`src/rtl/pairwise_gate_sched.sv`:
```
// -----------------------------------------------------------------------------
// pairwise_gate_sched
//
// Purpose:
//   One shared pairwise gate unit serving two requesters over val/rdy
//   channels. A granted request is captured in IDLE, the result is
//   computed and registered in CALC, and the result is presented in RESP
//   until the consumer takes it. Only one transaction is in flight at a
//   time. Result bit i is f(data[i], data[i+1]) with f chosen by op:
//   00 AND, 01 OR, 10 XNOR, 11 XOR.
//
// Parameters:
//   nbits      input vector width (minimum 2); result width is nbits-1
//
// Ports:
//   clk        rising-edge clock
//   reset_n    synchronous active-low reset
//   req0_*     requester 0: val (in), rdy (out), op[1:0] (in), data (in)
//   req1_*     requester 1: val (in), rdy (out), op[1:0] (in), data (in)
//   resp_val   response valid (out)
//   resp_rdy   response ready from consumer (in)
//   resp_id    requester the response belongs to (out)
//   resp_data  pairwise result, nbits-1 bits (out)
//   stat_cnt0  completed responses for requester 0 (PAIRWISE_STATS_EN only)
//   stat_cnt1  completed responses for requester 1 (PAIRWISE_STATS_EN only)
//
// Build option:
//   PAIRWISE_STATS_EN  when defined, adds the 16-bit wrapping completion
//                      counters and their output ports.
// -----------------------------------------------------------------------------
module pairwise_gate_sched #(
    parameter int nbits = 100
) (
    input  logic             clk,
    input  logic             reset_n,
    input  logic             req0_val,
    output logic             req0_rdy,
    input  logic [1:0]       req0_op,
    input  logic [nbits-1:0] req0_data,
    input  logic             req1_val,
    output logic             req1_rdy,
    input  logic [1:0]       req1_op,
    input  logic [nbits-1:0] req1_data,
    output logic             resp_val,
    input  logic             resp_rdy,
    output logic             resp_id,
    output logic [nbits-2:0] resp_data
`ifdef PAIRWISE_STATS_EN
    ,
    output logic [15:0]      stat_cnt0,
    output logic [15:0]      stat_cnt1
`endif
);

    typedef enum logic [1:0] {
        ST_IDLE = 2'd0,
        ST_CALC = 2'd1,
        ST_RESP = 2'd2
    } state_t;

    state_t           r_state;
    state_t           w_next;
    logic             r_ptr;        // requester favoured when both are valid
    logic             r_id;
    logic [1:0]       r_op;
    logic [nbits-1:0] r_data;
    logic [nbits-2:0] r_resp_data;

    logic             w_gnt0;
    logic             w_gnt1;
    logic             w_idle;
    logic             w_accept;

    // Adjacent-bit gate: result[i] = f(d[i], d[i+1]).
    function automatic logic [nbits-2:0] gate_vec(input logic [1:0]       op,
                                                  input logic [nbits-1:0] d);
        logic [nbits-2:0] res;
        res = {(nbits-1){1'b0}};
        for (int i = 0; i < nbits - 1; i++) begin
            case (op)
                2'b00:   res[i] = d[i] & d[i+1];
                2'b01:   res[i] = d[i] | d[i+1];
                2'b10:   res[i] = ~(d[i] ^ d[i+1]);
                default: res[i] = d[i] ^ d[i+1];
            endcase
        end
        return res;
    endfunction

    // Round-robin grant: a lone valid requester wins, a tie goes to r_ptr.
    always_comb begin
        w_gnt0 = 1'b0;
        w_gnt1 = 1'b0;
        if (req0_val && req1_val) begin
            if (r_ptr) begin
                w_gnt1 = 1'b1;
            end else begin
                w_gnt0 = 1'b1;
            end
        end else begin
            w_gnt0 = req0_val;
            w_gnt1 = req1_val;
        end
    end

    // rdy is gated by reset so nothing looks acceptable while reset_n is low.
    assign w_idle   = (r_state == ST_IDLE) && reset_n;
    assign req0_rdy = w_idle && w_gnt0;
    assign req1_rdy = w_idle && w_gnt1;
    assign w_accept = (req0_val && req0_rdy) || (req1_val && req1_rdy);

    assign resp_val  = (r_state == ST_RESP);
    assign resp_id   = r_id;
    assign resp_data = r_resp_data;

    // Next-state logic; resp_rdy only matters in RESP.
    always_comb begin
        w_next = r_state;
        case (r_state)
            ST_IDLE: begin
                if (w_accept) begin
                    w_next = ST_CALC;
                end else begin
                    w_next = ST_IDLE;
                end
            end
            ST_CALC: w_next = ST_RESP;
            ST_RESP: begin
                if (resp_rdy) begin
                    w_next = ST_IDLE;
                end else begin
                    w_next = ST_RESP;
                end
            end
            default: w_next = ST_IDLE;
        endcase
    end

    // State register, request capture, pointer update and result register.
    always_ff @(posedge clk) begin
        if (!reset_n) begin
            r_state     <= ST_IDLE;
            r_ptr       <= 1'b0;
            r_id        <= 1'b0;
            r_op        <= 2'b00;
            r_data      <= {nbits{1'b0}};
            r_resp_data <= {(nbits-1){1'b0}};
        end else begin
            r_state <= w_next;
            if (w_accept) begin
                r_op   <= w_gnt1 ? req1_op   : req0_op;
                r_data <= w_gnt1 ? req1_data : req0_data;
                r_id   <= w_gnt1;
                // The loser of this round becomes favoured for the next tie.
                r_ptr  <= ~w_gnt1;
            end
            if (r_state == ST_CALC) begin
                r_resp_data <= gate_vec(r_op, r_data);
            end
        end
    end

`ifdef PAIRWISE_STATS_EN
    logic [15:0] r_stat_cnt0;
    logic [15:0] r_stat_cnt1;

    // Per-requester completion counters, wrapping at 16 bits.
    always_ff @(posedge clk) begin
        if (!reset_n) begin
            r_stat_cnt0 <= 16'd0;
            r_stat_cnt1 <= 16'd0;
        end else if (resp_val && resp_rdy) begin
            if (r_id) begin
                r_stat_cnt1 <= r_stat_cnt1 + 16'd1;
            end else begin
                r_stat_cnt0 <= r_stat_cnt0 + 16'd1;
            end
        end
    end

    assign stat_cnt0 = r_stat_cnt0;
    assign stat_cnt1 = r_stat_cnt1;
`endif

endmodule

```
`config.mk`:
```
export PLATFORM = sky130hd
export DESIGN_NAME = pairwise_gate_sched
export DESIGN_NICKNAME = d
export VERILOG_FILES = /design/src/rtl/pairwise_gate_sched.sv
export SDC_FILE = /design/constraint.sdc
export NUM_CORES = 1
export LEC_CHECK = 0
export CAP_MARGIN = 20
export CORE_MARGIN = 1
export CORE_UTILIZATION = 45
export CTS_BUF_LIST = sky130_fd_sc_hd__clkbuf_16
export DETAILED_ROUTE_END_ITERATION = 10
export GPL_ROUTABILITY_DRIVEN = 0
export PLACE_DENSITY = 0.78
export SLEW_MARGIN = 20
export SYNTH_ARGS = -nofsm -noshare
export SYNTH_HDL_FRONTEND = slang
export SYNTH_SLANG_ARGS = --single-unit
```
`constraint.sdc`:
```
create_clock -name clk -period 2.1 [get_ports clk]
set_input_delay 0.315 -clock clk [delete_from_list [all_inputs] [get_ports clk]]
set_output_delay 0.315 -clock clk [all_outputs]
set_load 0.05 [all_outputs]
```
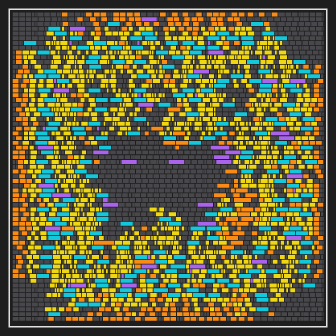
placement_by_type.png
Fill, decap, tap and diode cells in grey.
| class | colour | cells | share of their area |
|---|---|---|---|
| combinational and other logic | yellow | 1219 | 52% |
| clock drivers and dummy loads | purple | 47 | 4.7% |
| remaining buffers and delay cells | orange | 350 | 20% |
| sequential cells | cyan | 205 | 23% |
final core utilization: 0.596
Seq area share: 0.219
Core Area: 31500 µm²
Design Area, Final: 18800 µm²
Site Rows: 65

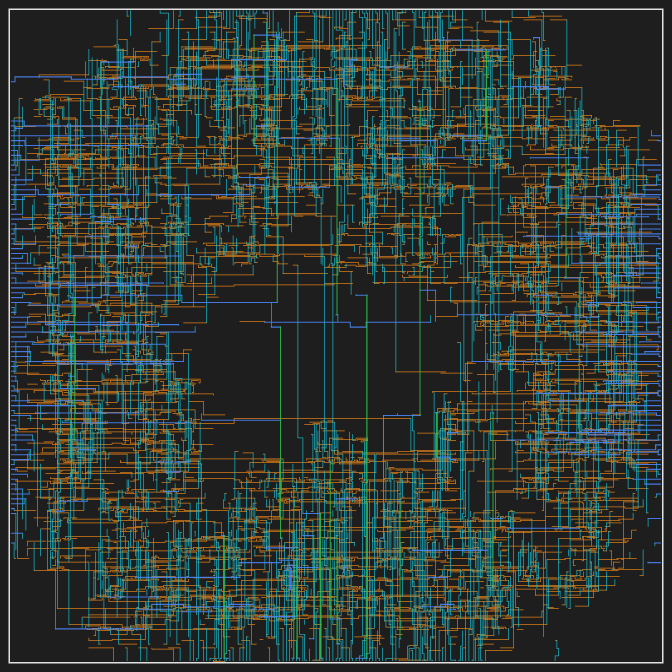
wires.png
| layer | colour | wire length |
|---|---|---|
| metal 2 | cyan | 18400 µm |
| metal 1 | orange | 17000 µm |
| metal 3 | blue | 2590 µm |
| metal 4 | green | 1190 µm |
wire per inst: 17.6 µm
detailed-route via count: 12900
DRT Wirelength: 39200 µm

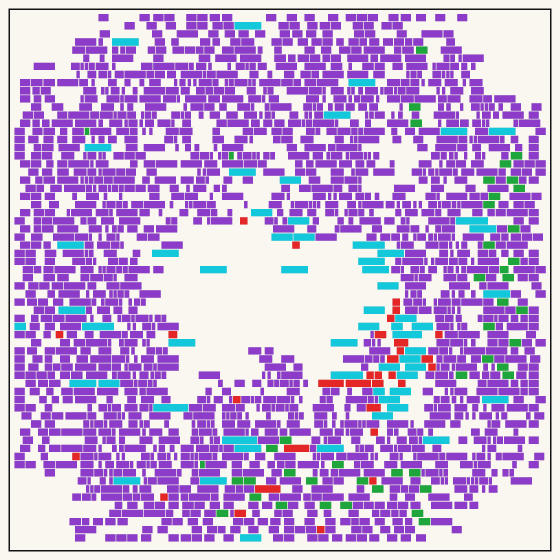
sizes.png
| size | colour | cells |
|---|---|---|
| _6 and larger | cyan | 58 |
| _2 cells | green | 46 |
| _0 and _1 cells | purple | 1686 |
| _3 and _4 cells | red | 31 |
Non-Clock Buffer Count: 350
Area Growth Syn to Fin: 30.6%
worst setup margin: 0.0188 ns

==> out/summary.txt <==
Adders+Majority by Area: 0.172
Clk Latency, worst-skew pair: 0.52 ns
CTS Buffer Depth: 3
Via-to-Cell Ratio: 5.80
Clk pwr share: 0.324
Avg Inst Size Synth: 8.97 µm²
most frequent logic cell in the layout: clkdlybuf4s50_1
status: complete, no violations
CTS tree: done
RSZ-0062 raised after global routing: yes
most common cell in the netlist: dfxtp_1
synthesized cell area: 14400 µm²
DP HPWL: 25300 µm
crit path buf inv count: 2
WL met1: 17000 µm
worst hold path cell count: 4
Comb pwr share: 0.339
routed wl met2: 18400 µm
Seq power: 0.00471 W
DR top layer: met4
hold_buf cts: 0
Syn Nets: 2010
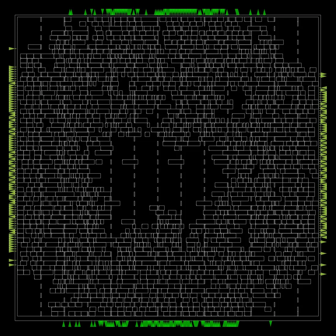
placement.png
non-filler cells, final: 2224
Fillers: 2656
sequential cells: 205

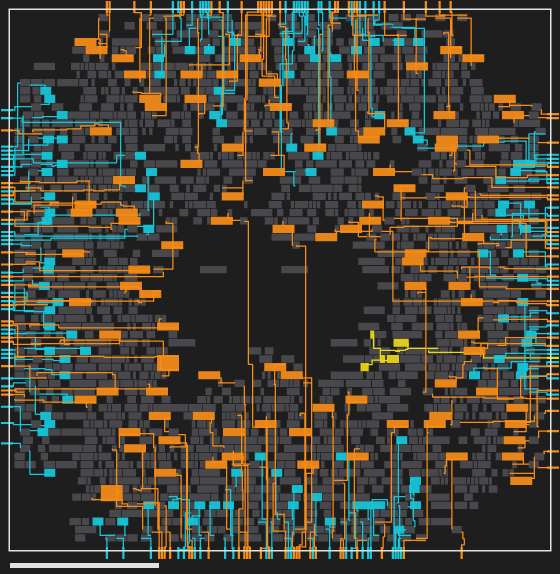
io_fan.png
Bar = 50 µm.
| port | colour | bits | direction | end cells | buffers | wire |
|---|---|---|---|---|---|---|
| req1_data | cyan | 100 | input | 100 | 100 | 2440 µm |
| req0_val | yellow | 1 | input | 5 | 2 | 86.0 µm |
| resp_data | orange | 99 | output | 99 | 99 | 4640 µm |
IO Pins: 312
port bufs: 311

Power figures rest on the tool's default switching activity, not on a simulated workload.
